File: src/rtl/deser_align_pkg.sv
// Shared types, constants and helpers for the deserializer word-alignment controller.
package deser_align_pkg;

    localparam int SYM_W = 10;
    localparam logic [SYM_W-1:0] K28_5_RDN = 10'b0011111010;

    typedef enum logic [1:0] {
        HUNT   = 2'd0,
        BLANK  = 2'd1,
        VERIFY = 2'd2,
        LOCKED = 2'd3
    } align_state_e;

    // Either running disparity of the comma symbol counts as a boundary hit.
    function automatic logic is_sync(input logic [SYM_W-1:0] sym, input logic [SYM_W-1:0] sync);
        return (sym == sync) || (sym == ~sync);
    endfunction

    function automatic int cnt_w(input int max_val);
        return (max_val < 1) ? 1 : $clog2(max_val + 1);
    endfunction

endpackage

File: src/rtl/deser_align_ctrl_sat_counter.sv
// Saturating up-counter with synchronous clear (clear wins over increment).
module sat_counter #(
    parameter int W   = 4,
    parameter int MAX = 15
) (
    input  logic         clk,
    input  logic         rst,
    input  logic         clr,
    input  logic         inc,
    output logic [W-1:0] cnt
);

    localparam logic [W-1:0] MAX_V = W'(MAX);
    localparam logic [W-1:0] ONE_V = W'(1'b1);

    logic [W-1:0] cnt_r;

    // Count register: clear, saturating increment, or hold.
    always_ff @(posedge clk or negedge rst) begin
        if (!rst) begin
            cnt_r <= '0;
        end else if (clr) begin
            cnt_r <= '0;
        end else if (inc && (cnt_r != MAX_V)) begin
            cnt_r <= cnt_r + ONE_V;
        end else begin
            cnt_r <= cnt_r;
        end
    end

    assign cnt = cnt_r;

endmodule

File: src/rtl/deser_align_ctrl.sv
// Word-alignment controller: slips the deserializer until sync symbols line up, then gates symbols to the decoder.
// Optional statistics outputs (slip_count, lock_loss_count) are built when DESER_ALIGN_STATS_EN is defined.
module deser_align_ctrl
    import deser_align_pkg::*;
#(
    parameter int                    DATA_WIDTH = 10,
    parameter logic [DATA_WIDTH-1:0] SYNC_WORD  = K28_5_RDN,
    parameter int                    LOCK_CNT   = 4,
    parameter int                    UNLOCK_ERR = 4,
    parameter int                    GOOD_RUN   = 16,
    parameter int                    SLIP_BLANK = 2
) (
    input  logic                  clk,
    input  logic                  rst,
    input  logic                  enable,
    input  logic [DATA_WIDTH-1:0] sym_in,
    input  logic                  sym_valid,
    input  logic                  code_err,
    output logic                  bit_slip,
    output logic                  locked,
    output logic [DATA_WIDTH-1:0] sym_out,
    output logic                  sym_out_valid,
    output logic [1:0]            state_o
`ifdef DESER_ALIGN_STATS_EN
    ,
    output logic [15:0]           slip_count,
    output logic [7:0]            lock_loss_count
`endif
);

    localparam int MW = cnt_w(LOCK_CNT);
    localparam int EW = cnt_w(UNLOCK_ERR);
    localparam int GW = cnt_w(GOOD_RUN);
    localparam int BW = cnt_w(SLIP_BLANK);

    localparam logic [MW-1:0] MATCH_LAST = MW'(LOCK_CNT - 1);
    localparam logic [EW-1:0] ERR_LAST   = EW'(UNLOCK_ERR - 1);
    localparam logic [GW-1:0] GOOD_LAST  = GW'(GOOD_RUN - 1);
    localparam logic [BW-1:0] BLANK_LAST = BW'((SLIP_BLANK > 0) ? SLIP_BLANK - 1 : 0);

    align_state_e          state_r, state_next_s;
    logic                  bit_slip_r, locked_r, sym_out_valid_r;
    logic [DATA_WIDTH-1:0] sym_out_r;

    logic                  match_s, slip_next_s, fwd_s, unlock_s;
    logic                  match_inc_s, match_clr_s, blank_inc_s, blank_clr_s;
    logic                  err_inc_s, err_clr_s, good_inc_s, good_clr_s;
    logic [MW-1:0]         match_cnt_s;
    logic [EW-1:0]         err_cnt_s;
    logic [GW-1:0]         good_cnt_s;
    logic [BW-1:0]         blank_cnt_s;

    sat_counter #(.W(MW), .MAX(LOCK_CNT)) u_match_cnt (
        .clk(clk), .rst(rst), .clr(match_clr_s), .inc(match_inc_s), .cnt(match_cnt_s));
    sat_counter #(.W(EW), .MAX(UNLOCK_ERR)) u_err_cnt (
        .clk(clk), .rst(rst), .clr(err_clr_s), .inc(err_inc_s), .cnt(err_cnt_s));
    sat_counter #(.W(GW), .MAX(GOOD_RUN)) u_good_cnt (
        .clk(clk), .rst(rst), .clr(good_clr_s), .inc(good_inc_s), .cnt(good_cnt_s));
    sat_counter #(.W(BW), .MAX(SLIP_BLANK)) u_blank_cnt (
        .clk(clk), .rst(rst), .clr(blank_clr_s), .inc(blank_inc_s), .cnt(blank_cnt_s));

    // Next-state, slip/forward decisions and counter controls.
    always_comb begin
        state_next_s = state_r;
        slip_next_s  = 1'b0;
        fwd_s        = 1'b0;
        unlock_s     = 1'b0;
        match_inc_s  = 1'b0;
        match_clr_s  = 1'b0;
        blank_inc_s  = 1'b0;
        blank_clr_s  = 1'b0;
        err_inc_s    = 1'b0;
        err_clr_s    = 1'b0;
        good_inc_s   = 1'b0;
        good_clr_s   = 1'b0;
        match_s      = is_sync(sym_in, SYNC_WORD);

        if (!enable) begin
            state_next_s = HUNT;
            match_clr_s  = 1'b1;
            blank_clr_s  = 1'b1;
            err_clr_s    = 1'b1;
            good_clr_s   = 1'b1;
        end else begin
            case (state_r)
                HUNT: begin
                    blank_clr_s = 1'b1;
                    err_clr_s   = 1'b1;
                    good_clr_s  = 1'b1;
                    if (sym_valid && match_s) begin
                        match_inc_s  = 1'b1;
                        state_next_s = (match_cnt_s == MATCH_LAST) ? LOCKED : VERIFY;
                    end else if (sym_valid) begin
                        match_clr_s  = 1'b1;
                        slip_next_s  = 1'b1;
                        state_next_s = BLANK;
                    end else begin
                        state_next_s = HUNT;
                    end
                end
                BLANK: begin
                    match_clr_s = 1'b1;
                    err_clr_s   = 1'b1;
                    good_clr_s  = 1'b1;
                    blank_inc_s = sym_valid;
                    if ((SLIP_BLANK == 0) || (sym_valid && (blank_cnt_s == BLANK_LAST))) begin
                        blank_clr_s  = 1'b1;
                        state_next_s = HUNT;
                    end else begin
                        state_next_s = BLANK;
                    end
                end
                VERIFY: begin
                    blank_clr_s = 1'b1;
                    err_clr_s   = 1'b1;
                    good_clr_s  = 1'b1;
                    if (sym_valid && match_s) begin
                        match_inc_s  = 1'b1;
                        state_next_s = (match_cnt_s == MATCH_LAST) ? LOCKED : VERIFY;
                    end else if (sym_valid) begin
                        // No slip here: a broken run only restarts the hunt at this boundary.
                        match_clr_s  = 1'b1;
                        state_next_s = HUNT;
                    end else begin
                        state_next_s = VERIFY;
                    end
                end
                LOCKED: begin
                    match_clr_s = 1'b1;
                    blank_clr_s = 1'b1;
                    if (code_err) begin
                        err_inc_s  = 1'b1;
                        good_clr_s = 1'b1;
                        unlock_s   = (err_cnt_s == ERR_LAST);
                    end else if (sym_valid) begin
                        good_inc_s = 1'b1;
                        if (good_cnt_s == GOOD_LAST) begin
                            good_clr_s = 1'b1;
                            err_clr_s  = 1'b1;
                        end else begin
                            good_clr_s = 1'b0;
                        end
                    end else begin
                        good_inc_s = 1'b0;
                    end
                    if (unlock_s) begin
                        err_clr_s    = 1'b1;
                        state_next_s = HUNT;
                    end else begin
                        fwd_s        = sym_valid;
                        state_next_s = LOCKED;
                    end
                end
                default: begin
                    state_next_s = HUNT;
                    match_clr_s  = 1'b1;
                    blank_clr_s  = 1'b1;
                    err_clr_s    = 1'b1;
                    good_clr_s   = 1'b1;
                end
            endcase
        end
    end

    // State and registered outputs.
    always_ff @(posedge clk or negedge rst) begin
        if (!rst) begin
            state_r         <= HUNT;
            bit_slip_r      <= 1'b0;
            locked_r        <= 1'b0;
            sym_out_valid_r <= 1'b0;
            sym_out_r       <= '0;
        end else begin
            state_r         <= state_next_s;
            bit_slip_r      <= slip_next_s;
            locked_r        <= (state_next_s == LOCKED);
            sym_out_valid_r <= fwd_s;
            if (fwd_s) begin
                sym_out_r <= sym_in;
            end else begin
                sym_out_r <= sym_out_r;
            end
        end
    end

    assign bit_slip      = bit_slip_r;
    assign locked        = locked_r;
    assign sym_out       = sym_out_r;
    assign sym_out_valid = sym_out_valid_r;
    assign state_o       = state_r;

`ifdef DESER_ALIGN_STATS_EN
    sat_counter #(.W(16), .MAX(65535)) u_slip_stat (
        .clk(clk), .rst(rst), .clr(1'b0), .inc(slip_next_s), .cnt(slip_count));
    sat_counter #(.W(8), .MAX(255)) u_loss_stat (
        .clk(clk), .rst(rst), .clr(1'b0), .inc(unlock_s), .cnt(lock_loss_count));
`endif

endmodule

File: config.mk
export PLATFORM = sky130hd
export DESIGN_NAME = deser_align_ctrl
export DESIGN_NICKNAME = d
export VERILOG_FILES = /design/src/rtl/deser_align_pkg.sv /design/src/rtl/deser_align_ctrl_sat_counter.sv /design/src/rtl/deser_align_ctrl.sv
export SDC_FILE = /design/constraint.sdc
export NUM_CORES = 1
export LEC_CHECK = 0
export ABC_CLOCK_PERIOD_IN_PS = 2180
export CAP_MARGIN = 20
export CORE_MARGIN = 3
export CORE_UTILIZATION = 51
export CTS_CLUSTER_DIAMETER = 120
export DETAILED_ROUTE_END_ITERATION = 12
export GPL_TIMING_DRIVEN = 0
export PLACE_DENSITY = 0.86
export SLEW_MARGIN = 25
export SYNTH_ARGS = -nofsm -noshare
export SYNTH_HDL_FRONTEND = slang
export SYNTH_SLANG_ARGS = --single-unit
File: constraint.sdc
create_clock -name clk -period 2.18 [get_ports clk]
set_clock_uncertainty 0.15 [all_clocks]
set_input_delay 0.436 -clock clk [delete_from_list [all_inputs] [get_ports clk]]
set_output_delay 0.436 -clock clk [all_outputs]
set_load 0.05 [all_outputs]
==> flow_summary.html, run 1 <==
<h3>Flow metrics</h3>
<table>
<tr><th>Metric</th><th>Value</th></tr>
<tr><th colspan="2">Worst setup path</th></tr>
<tr><td>Kind of cell adding the most delay to the critical path</td><td>buffers and inverters</td></tr>
<tr><td>Launching element of the worst setup path</td><td>sym_out[4]</td></tr>
<tr><td>Worst Path Arrival</td><td>roughly 1.5 ns</td></tr>
<tr><td>Slowest cell on the critical path</td><td>sky130_fd_sc_hd__clkdlybuf4s50_1</td></tr>
<tr><td>Critical path endpoint</td><td>sym_out[4]</td></tr>
<tr><td>Endpoint required time on the critical path</td><td>roughly 1.6 ns</td></tr>
<tr><td>Depth of the most critical reg-to-reg path</td><td>6</td></tr>
<tr><td>Kind of start point of the critical path</td><td>register</td></tr>
<tr><td>Flop-to-flop setup slack</td><td>about 0.09 ns</td></tr>
<tr><td>Critical path, cell by cell</td><td>clkdlybuf4s50_1</td></tr>
<tr><th colspan="2">GRT</th></tr>
<tr><td>Met3 usage</td><td>4.40%</td></tr>
<tr><td>Met2 track utilization from global routing</td><td>approximately 36%</td></tr>
<tr><td>Global-route wire length before repair</td><td>between 5000 and 6000 um</td></tr>
<tr><td>Number of global-route vias before repair</td><td>between 1000 and 1500</td></tr>
<tr><td>Number of antenna violations at the first check in global routing</td><td>0</td></tr>
<tr><td>Met1 Use GR</td><td>20.8%</td></tr>
<tr><th colspan="2">Floorplanning</th></tr>
<tr><td>Die Y</td><td>~61 um</td></tr>
<tr><td>Effective utilization at floorplan</td><td>between 50% and 60%</td></tr>
<tr><td>Die X</td><td>61.4 um</td></tr>
<tr><th colspan="2">Finish</th></tr>
<tr><td>Sequential cell area in the final layout</td><td>approximately 700 um^2</td></tr>
<tr><td>ANT cells</td><td>0</td></tr>
<tr><td>End-of-flow core utilization</td><td>68.2%</td></tr>
<tr><td>Filler cell count</td><td>between 200 and 250</td></tr>
<tr><td>Leading cell category by total area</td><td>multi-input combinational cells</td></tr>
<tr><td>Non-clock buffer total of the final layout</td><td>35</td></tr>
<tr><td>Non-clk buf share</td><td>about 16%</td></tr>
<tr><th colspan="2">CTS</th></tr>
<tr><td>Clock tree from TritonCTS</td><td>yes</td></tr>
<tr><td>H-tree levels</td><td>1</td></tr>
<tr><td>Number of sinks driven by the clock tree</td><td>28</td></tr>
<tr><td>Number of clock buffers inserted by TritonCTS</td><td>3</td></tr>
<tr><th colspan="2">Timing</th></tr>
<tr><td>Final setup violation count</td><td>0</td></tr>
<tr><td>Setup total negative slack</td><td>0 ns</td></tr>
<tr><td>F_max</td><td>0.470 GHz</td></tr>
<tr><td>Relative slew slack</td><td>58.8%</td></tr>
<tr><td>Part of the cycle the worst path needs</td><td>97.5%</td></tr>
<tr><td>Post-route worst setup slack</td><td>0.0545 ns</td></tr>
<tr><td>Hold WS</td><td>0.373 ns</td></tr>
<tr><th colspan="2">Power</th></tr>
<tr><td>Net switching power</td><td>0.213 mW</td></tr>
<tr><td>Leak pwr</td><td>approximately 0.9 nW</td></tr>
<tr><td>Pwr top</td><td>sequential cells</td></tr>
<tr><td>Total sequential power</td><td>0.526 mW</td></tr>
<tr><td>Internal cell power</td><td>between 0.6 and 0.7 mW</td></tr>
<tr><th colspan="2">Logic synthesis</th></tr>
<tr><td>XOR/XNOR Area Share</td><td>2.24%</td></tr>
<tr><td>Prevailing logic family in the synthesized netlist</td><td>simple AND/OR/NAND/NOR gates</td></tr>
<tr><td>Synth Net Count</td><td>around 180</td></tr>
<tr><td>Synth Register Bits</td><td>28</td></tr>
<tr><td>Netlist cell types</td><td>about 40</td></tr>
<tr><td>Seq share, synth</td><td>between 40 and 50%</td></tr>
<tr><td>Most common cell in the synthesized netlist</td><td>sky130_fd_sc_hd__dfrtp_1</td></tr>
<tr><td>Mean cell area of the mapped netlist</td><td>10.4 um^2</td></tr>
<tr><td>Synth top area share</td><td>between 40 and 50%</td></tr>
<tr><th colspan="2">Place</th></tr>
<tr><td>Placed Cells incl. Taps</td><td>~210</td></tr>
<tr><td>Post-placement setup slack</td><td>-0.311 ns</td></tr>
<tr><th colspan="2">Routing</th></tr>
<tr><td>Per-cell via count in the routed design</td><td>~5.8</td></tr>
<tr><td>Antenna-violating nets left</td><td>0</td></tr>
<tr><th colspan="2">Hold path</th></tr>
<tr><td>Worst hold stages</td><td>1</td></tr>
<tr><th colspan="2">Run status</th></tr>
<tr><td>Status</td><td>complete, no violations</td></tr>
</table>
-- run 1: timing repair --
| action | in CTS | in global routing |
|---|---|---|
| hold endpoints to repair | 28 | 0 |
| setup buffers | 0 | 1 |
| setup endpoints to repair | 0 | 3 |
| hold buffers | 1 | 0 |
| resized | 0 | 1 |
-- run 1: routing by layer --
| metal | part of all wire (%) | up-vias |
|---|---|---|
| li1 | - | 598 |
| met1 | 41 | 599 |
| met2 | 50 | 41 |
| met3 | 6.4 | 9 |
| met4 | 2.2 | 0 |
| met5 | 0 | - |
-- run 1: flip-flops by register name (all words and copies together) (netlist names) --
register,cells
sym_out_valid,1
sym_out,10
u_match_cnt.cnt,3
u_blank_cnt.cnt,2
locked,1
state_o,2
u_good_cnt.cnt,5
u_err_cnt.cnt,3
bit_slip,1
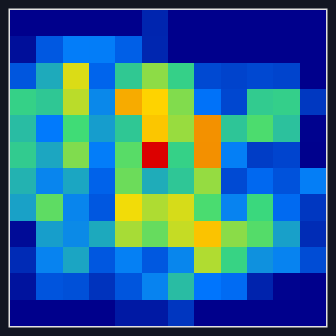
Figure 1: run 1, signal metal coverage by tile.
12 x 12 tiles, from dark blue (low) to red (high), scaled to the fullest tile. Values are wire area over tile area, all layers added.
mean over tiles = 0.14
tiles over half the peak = 20%
densest ninth of the die = center

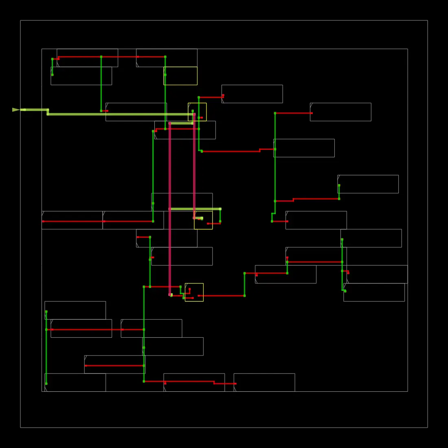
Figure 2: run 1, clock wiring as the flow saved it.
flip-flops: 28
clock network power: 0.258 mW
clock latency on the worst-skew pair: 0.34 ns
number of clock-tree buffers in the layout: 4

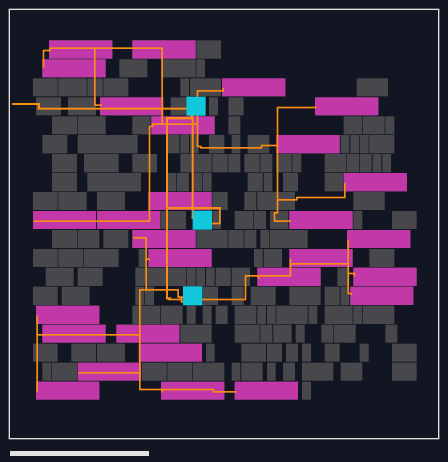
Figure 3: run 1, clock distribution.
Bar = 20 um.
clock wires -> orange  # length 349 um
flip-flops -> magenta  # count 28
cells driving clock nets -> cyan  # count 3
flops lie = all over the die

Figure 4. Cell classes on the final placement (run 1).
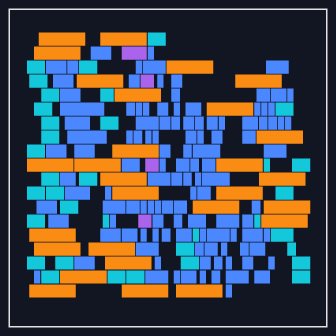

==> inputs of run 2 (changes only) <==
- MAX_ROUTING_LAYER: default -> met4
- SETUP_SLACK_MARGIN: default -> 0.15
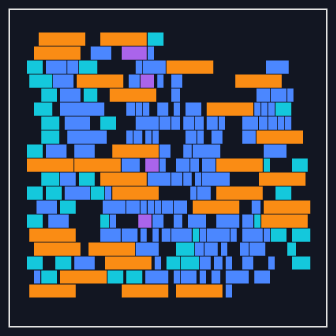
Figure 5: run 2, cell classes on the final placement.
other buffers and delay cells -> cyan  # cells 37, share of their area 16%
flip-flops -> orange  # cells 28, share of their area 37%
clock drivers and dummy loads -> purple  # cells 4, share of their area 1.9%
all other logic -> blue  # cells 118, share of their area 45%
Std-Cell Rows: 19
core region area: 0.00285 mm^2
end-of-flow core utilization: 68.1%
final design instance area without fill: 0.00194 mm^2

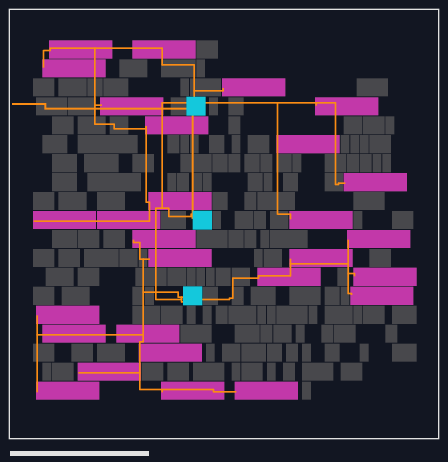
Figure 6: run 2, clock distribution.
Bar = 20 um.
flip-flops -> magenta  # count 28
cells driving clock nets -> cyan  # count 3
clock wires -> orange  # length 348 um
flops lie = all over the die
clock latency on the worst-skew pair: 0.33 ns
clock group share of total power: 29.2%

==> flow_summary.html, run 2 <==
<h3>Flow metrics</h3>
<table>
<tr><th>Metric</th><th>Value</th></tr>
<tr><th colspan="2">Finish</th></tr>
<tr><td>Number of flip-flops in the largest register</td><td>10 (unchanged)</td></tr>
<tr><td>Number of nets at the end of the flow</td><td>approximately 210</td></tr>
<tr><td>ANT cells</td><td>0 (unchanged)</td></tr>
<tr><th colspan="2">CTS</th></tr>
<tr><td>CTS resizes</td><td>19 (+19)</td></tr>
<tr><td>Clock tree from TritonCTS</td><td>yes</td></tr>
<tr><td>Number of buffers inserted by hold repair at cts</td><td>1 (unchanged)</td></tr>
<tr><td>H-tree levels</td><td>1 (unchanged)</td></tr>
<tr><td>Number of setup buffers added after CTS</td><td>3 (+3)</td></tr>
<tr><th colspan="2">Logic synthesis</th></tr>
<tr><td>Netlist cell types</td><td>40 (unchanged)</td></tr>
<tr><td>Most common cell in the synthesized netlist</td><td>sky130_fd_sc_hd__dfrtp_1</td></tr>
<tr><td>XOR/XNOR Area Share</td><td>2.24% (unchanged)</td></tr>
<tr><td>Synth top area share</td><td>44.7% (unchanged)</td></tr>
<tr><td>Number of warnings issued by yosys</td><td>0</td></tr>
<tr><td>Synth Net Count</td><td>176 (unchanged)</td></tr>
<tr><td>Prevailing logic family in the synthesized netlist</td><td>simple AND/OR/NAND/NOR gates</td></tr>
<tr><td>Synth Register Bits</td><td>28 (unchanged)</td></tr>
<tr><td>Post-Syn Instances</td><td>around 150</td></tr>
<tr><td>Seq share, synth</td><td>44.7% (unchanged)</td></tr>
<tr><td>Mean cell area of the mapped netlist</td><td>10.4 um^2 (unchanged)</td></tr>
<tr><td>Chip area estimate from yosys synthesis</td><td>roughly 0.0016 mm^2</td></tr>
<tr><th colspan="2">GRT</th></tr>
<tr><td>Global-route wire length before repair</td><td>5480 um (+1.3%)</td></tr>
<tr><td>Number of global-route vias before repair</td><td>1296 (+1.0%)</td></tr>
<tr><th colspan="2">Worst setup path</th></tr>
<tr><td>Flop-to-flop setup slack</td><td>0.25 ns (+0.16 ns)</td></tr>
<tr><td>Crit end category</td><td>register</td></tr>
<tr><td>Critical path endpoint</td><td>state_o[0]</td></tr>
<tr><td>Kind of cell adding the most delay to the critical path</td><td>simple AND/OR/NAND/NOR gates</td></tr>
<tr><td>Number of cells on the critical path</td><td>6</td></tr>
<tr><td>Launching element of the worst setup path</td><td>sym_in[3]</td></tr>
<tr><td>Kind of start point of the critical path</td><td>input port</td></tr>
<tr><td>Depth of the most critical reg-to-reg path</td><td>6 (unchanged)</td></tr>
<tr><td>Endpoint required time on the critical path</td><td>2.28 ns (+0.69 ns)</td></tr>
<tr><td>Slowest cell on the critical path</td><td>sky130_fd_sc_hd__or4b_4</td></tr>
<tr><td>Worst Path Arrival</td><td>2.08 ns (+0.54 ns)</td></tr>
<tr><th colspan="2">Timing</th></tr>
<tr><td>Time the worst path needs with I/O delays and setup</td><td>between 1.5 and 2 ns</td></tr>
<tr><td>Final setup violation count</td><td>0 (unchanged)</td></tr>
<tr><td>Post-route worst setup slack</td><td>0.208 ns (+0.154 ns)</td></tr>
<tr><td>Setup total negative slack</td><td>0 ns (unchanged)</td></tr>
<tr><td>Hold WS</td><td>0.305 ns (-0.0676 ns)</td></tr>
<tr><td>Setup repair after global routing missed its margin</td><td>false</td></tr>
<tr><td>Relative slew slack</td><td>59.1% (+0.35 points)</td></tr>
<tr><td>F_max</td><td>0.507 GHz (+7.8%)</td></tr>
<tr><td>Part of the cycle the worst path needs</td><td>90.4% (-7.1 points)</td></tr>
<tr><th colspan="2">Floorplanning</th></tr>
<tr><td>Die X</td><td>61.4 um (unchanged)</td></tr>
<tr><td>Effective utilization at floorplan</td><td>54.9% (unchanged)</td></tr>
<tr><td>Die Y</td><td>61.4 um (unchanged)</td></tr>
<tr><th colspan="2">Power</th></tr>
<tr><td>Pwr top</td><td>sequential cells</td></tr>
<tr><td>Power share of the sequential group</td><td>60.3%</td></tr>
<tr><td>Power in combinational cells</td><td>roughly 0.091 mW</td></tr>
<tr><td>Leak pwr</td><td>0.969 nW (+9.7%)</td></tr>
<tr><td>Power density over cell area</td><td>448 mW/mm^2</td></tr>
<tr><td>Total sequential power</td><td>0.525 mW (about the same)</td></tr>
<tr><td>Net switching power</td><td>0.209 mW (-1.9%)</td></tr>
<tr><td>Internal cell power</td><td>0.662 mW (-0.74%)</td></tr>
<tr><th colspan="2">Place</th></tr>
<tr><td>Detail Placement HPWL</td><td>2410 um</td></tr>
<tr><td>Final weighted congestion in routability-driven placement</td><td>roughly 0.78</td></tr>
<tr><td>Post-placement setup slack</td><td>-0.311 ns (unchanged)</td></tr>
<tr><th colspan="2">Routing</th></tr>
<tr><td>Antenna-violating nets left</td><td>0 (unchanged)</td></tr>
<tr><td>Per-cell via count in the routed design</td><td>5.74 (-0.60%)</td></tr>
<tr><td>Iteration-0 DRC Markers</td><td>32</td></tr>
<tr><th colspan="2">Run status</th></tr>
<tr><td>Status</td><td>complete, no violations</td></tr>
<tr><th colspan="2">Hold path</th></tr>
<tr><td>Worst hold stages</td><td>2 (+1)</td></tr>
</table>
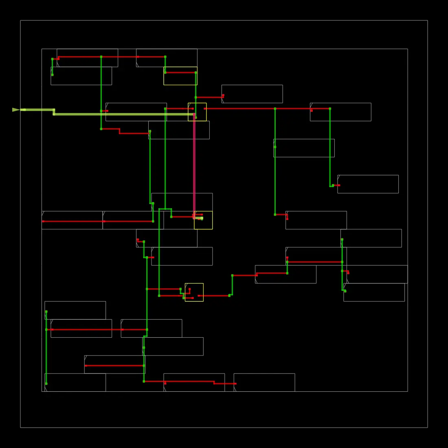
Figure 7: run 2, clock wiring as the flow saved it.
number of sinks driven by the clock tree: 28
clock network power: 0.254 mW
number of clock buffers inserted by TritonCTS: 3

-- run 2: routing by layer --
metal  track usage (%)  part of all wire [%]
met4              7.88                   1.4
met2              36.7                    51
met5                 -                     0
met1              21.9                    44
met3              2.94                   4.2
-- run 2: final cells by class --
class,count,area [um^2]
buffer,4,16.3
clock buffer,4,36.3
fill,228,911
inverter,15,56.3
multi-input combinational,103,797
sequential,28,701
tap,31,38.8
timing repair buffer,33,297
-- run 2: metrics by stage --
stage          area [um^2]  instances
2_1_floorplan         1570        150
3_3_place_gp          1900        210
3_5_place_dp          1890        210
4_1_cts               1940        218
5_1_grt               1940        218
6_report              1940        218
Power and IR drop assume default switching activity.
